Fig. 1: PDN straps and rails
Scale bar: 20 um. Pins as bars on the die edge. Tap cells in grey.
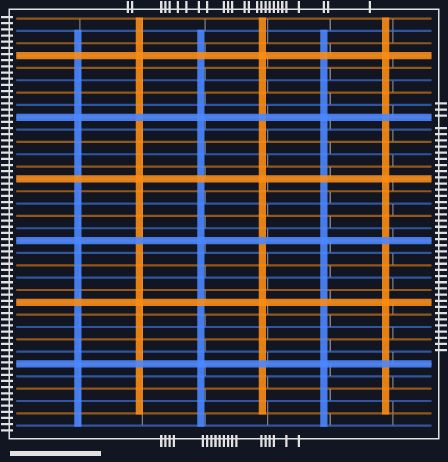
Fig. 2: placement by cell class
Scale bar: 20 um.
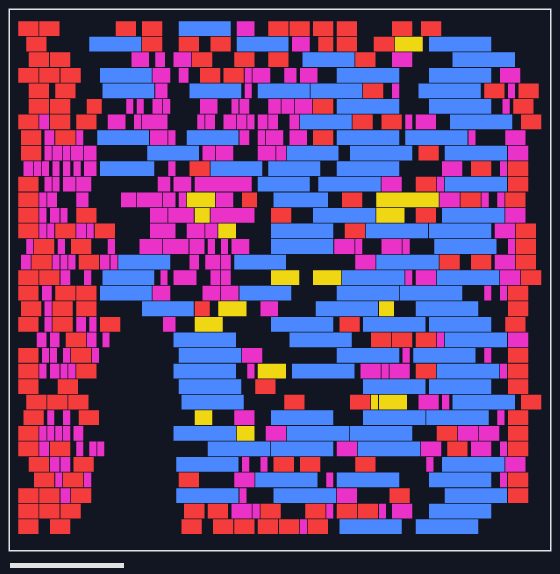
Fig. 3: clock distribution
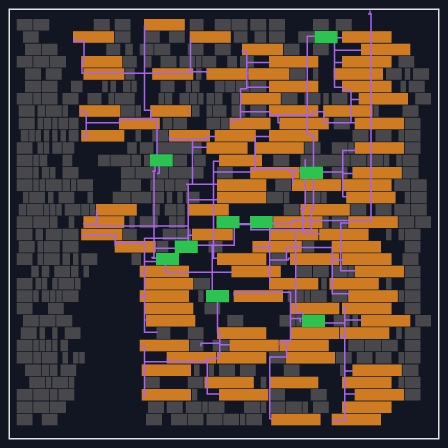
Design fx2fp_scheduler, sky130hd; sources not shown.
==> summary.log <==
INFO  clocking       clk_root_buffer_cell=clkbuf_8
INFO  synthesis      ys_sh_simple=0.128
INFO  synthesis      yosys_area=0.00401sqmm
INFO  synthesis      ys.flops=91
INFO  detailed_routing drcViolationCount=0
INFO  clocking       tritoncts_num_sinks=91
INFO  job            timing.max_cap.violations=0
INFO  setup_path     cp.arrival=4.07ns
INFO  setup_path     cp_data_required_time=6.17ns
INFO  global_route   wire_length_of_the_first_global_routing_pass=13900um
INFO  setup_path     critical_path.startpoint_type=input pin
INFO  detailed_routing drtAntennaViolNets=0
INFO  sta            layout_min_cycle_time=5.80ns
INFO  synthesis      syn-cell-area=0.00401sqmm
INFO  detailed_routing vias=3040
INFO  global_route   grt_pass1_vias=3052
INFO  sta            max-slew-margin-rel=0.326
INFO  sta            slew_violations=0
INFO  sta            grt_setup_unrepaired=no
INFO  clocking       clkTransAtPathRegs=0.08ns
INFO  power_and_ir_drop netSwitchingPower=514uW
INFO  clocking       ctsHtreeMaxLevel=3
INFO  global_route   gr-total-overflow=0
INFO  detailed_routing wl_per_cell=15.3um
INFO  floorplanning  fp_util=0.488
INFO  detailed_routing vias_per_cell=5.20
INFO  global_route   grt_antenna_before_repair=0
INFO  synthesis      synth_nets=408
INFO  sta            fin_crit_sh=0.734
INFO  setup_path     timing.reg2reg.worst_path_depth=9
INFO  synthesis      ys_seq_frac=0.651
INFO  power_and_ir_drop seq-power=691uW
INFO  setup_path     crit_type=input pin to output pin
INFO  min_path       worstHoldPathType=flip-flop to flip-flop
INFO  final_layout   drive_above_1_share=0.0521
INFO  synthesis      post_synth_mux_area_share=0.0852
INFO  power_and_ir_drop power_report.internal_total=1060uW
INFO  detailed_routing number_of_design_rule_violations_left_by_the_first_detailed_router_iteration=97
INFO  synthesis      xor_and_xnor_area_share_after_synthesis=0.0524
INFO  sta            totalNegativeSetupSlack=0ns
INFO  power_and_ir_drop ir_drop=0.145mV
INFO  placement      port_buffers=152
INFO  synthesis      yosys.area_share.adder=0.0156
INFO  sta            hold-worst-slack=0.317ns
INFO  detailed_routing drtPass1Iterations=4
INFO  setup_path     crit_path_end_kind=output pin
INFO  global_route   global_route.usage.total=0.209
INFO  synthesis      post_synth_num_cell_types=30
INFO  synthesis      synthCells=324
INFO  final_layout   num-nets-final=559
INFO  synthesis      yosysWarnings=0
INFO  power_and_ir_drop powerComb=566uW
INFO  final_layout   mostFrequentLayoutCells=clkdlybuf4s50_1 (152), edfxtp_1 (66), nand2_1 (54), nor2_1 (37), mux2i_1 (33)
INFO  placement      routabilityCongestion=0.845
INFO  floorplanning  chip_area=0.00891sqmm
INFO  clocking       cts_buffers=9
INFO  final_layout   most_common_cell_after_layout_fill_and_taps_aside=clkdlybuf4s50_1
INFO  clocking       cts.path.max_buffers=2
INFO  synthesis      yosys-dominant-comb-family=simple AND/OR/NAND/NOR gates
INFO  power_and_ir_drop largestPowerGroup=sequential cells
INFO  floorplanning  floorplan.io_pins=153
INFO  final_layout   synthToLayoutAreaGrowth=45.4%
INFO  synthesis      compound_area_frac=0.0440
INFO  clocking       tritoncts_clock_tree=done
INFO  power_and_ir_drop combPwrFrac=0.361
INFO  status         run_status=completed
INFO  sta            max_freq=172MHz
INFO  final_layout   num_antenna_cells=0
INFO  clocking       cts_setup_buffers=0
INFO  min_path       hold_depth=0
INFO  final_layout   largest_register_ff_count=66
INFO  clocking       cts_hold_buf=0
INFO  sta            final_hold_viol_count=0
INFO  setup_path     setup.reg_to_reg.worst_slack=4.89ns
INFO  sta            finalSetupViolCount=0
INFO  power_and_ir_drop proportion_of_total_power_due_to_net_switching=0.327
INFO  power_and_ir_drop p_leak=0.00224uW
INFO  placement      dpl_cell_area=0.00563sqmm
INFO  setup_path     critical_path_peak_fanout=23
INFO  clocking       cts.repair.resized=0
INFO  power_and_ir_drop total_power_density_per_cell_area=269mW/mm^2
INFO  global_route   maximum_number_of_pins_on_one_net_before_global_route_repair=35
INFO  synthesis      syn_area_per_cell=12.4squm
INFO  placement      dp_hpwl=6330um
INFO  sta            worst_slew_pin_slew=1.01ns
INFO  job            stage_log_warnings=27
INFO  detailed_routing drt_wl_total=8960um
INFO  power_and_ir_drop share_seq_of_total_power=0.440
INFO  synthesis      synth-cells-yosys=324
-- Fig. 1 (at the start) --
[blue] VSS
[orange] VDD
tap cells: 105
rows: 33
signal pins: 153
horizontal extent of the die: 94.4 um
placeable core area: 0.00822 sq mm

-- Fig. 2 (at the start) --
[blue] sequential cells | cells: 91 | share of their area: 46%
[magenta] remaining logic cells | cells: 217 | share of their area: 23%
[yellow] clock drivers and dummy loads | cells: 16 | share of their area: 3.5%
[red] remaining buffers and delay cells | cells: 156 | share of their area: 27%
number of core rows: 33
sequential share of cell area: 0.448
final instance area: 0.00583 sq mm

-- Fig. 3 (at the start) --
[purple] clock wires | length: 927 um
[green] clock-net drivers | count: 9
[orange] flip-flops | count: 91
routed clock nets: 10
Late-Pin Clk Latency: 0.34 ns
relative contribution of the clock network to total power: 0.199
Clock net power: 312 uW

-- layer usage --
metal  routed length, um  global-route usage  vias to the layer above
met5                   0                   0                        -
met4                 223               0.104                        0
met3                 590              0.0419                       17
met2                4610               0.380                      138
met1                3530               0.232                     1444
li1                    -                   -                     1441
-- through the flow --
step / std cells / utilization / worst slack (ns) / total power (uW)
floorplan: 324 / - / 3.72 / 978
global placement: 569 / 0.685 / 2.19 / 1260
detailed placement: 569 / 0.685 / 2.13 / 1270
CTS: 585 / 0.710 / 2.13 / 1590
global route: 585 / 0.710 / 1.84 / 1660
finish: 585 / 0.710 / 2.10 / 1570
-- Yosys cell counts, drive strengths merged --
master,n,area (sq um)
nor2,38,143
buf,8,48.8
nor4,3,25.0
edfxtp,66,1980
xnor2,13,114
o41ai,1,27.5
mux2,1,11.3
mux2i,33,330
a31oi,3,18.8
a21oi,22,110
nand2,54,203
dfrtp,24,601
nand3,9,45.0
o211ai,1,7.51
clkbuf,8,30.0
nor3,4,20.0
ha,5,62.6
dfstp,1,26.3
o21ai,1,5.00
nor3b,1,7.51
a21o,1,7.51
inv,5,18.8
xor2,11,96.3
and2,3,18.8
nand4,4,25.0
nand3b,1,7.51
and3,3,18.8
-- area by class of cell --
type / instances / area (sq um)
Fill cell: 576 / 2390
Tap cell: 105 / 131
Timing Repair Buffer: 156 / 1550
Multi-Input combinational cell: 212 / 1320
Sequential cell: 91 / 2610
Clock inverter: 6 / 71.3
Inverter: 5 / 18.8
Clock buffer: 10 / 128
-- critical path, stage by stage --
cell             delay (ns)
clkdlybuf4s50_1        0.52
nand2_1                0.42
inv_1                  0.65
nand2_1                0.18
a21oi_1                0.16
clkdlybuf4s50_1        0.55
Power is estimated from default activity; no workload was simulated.
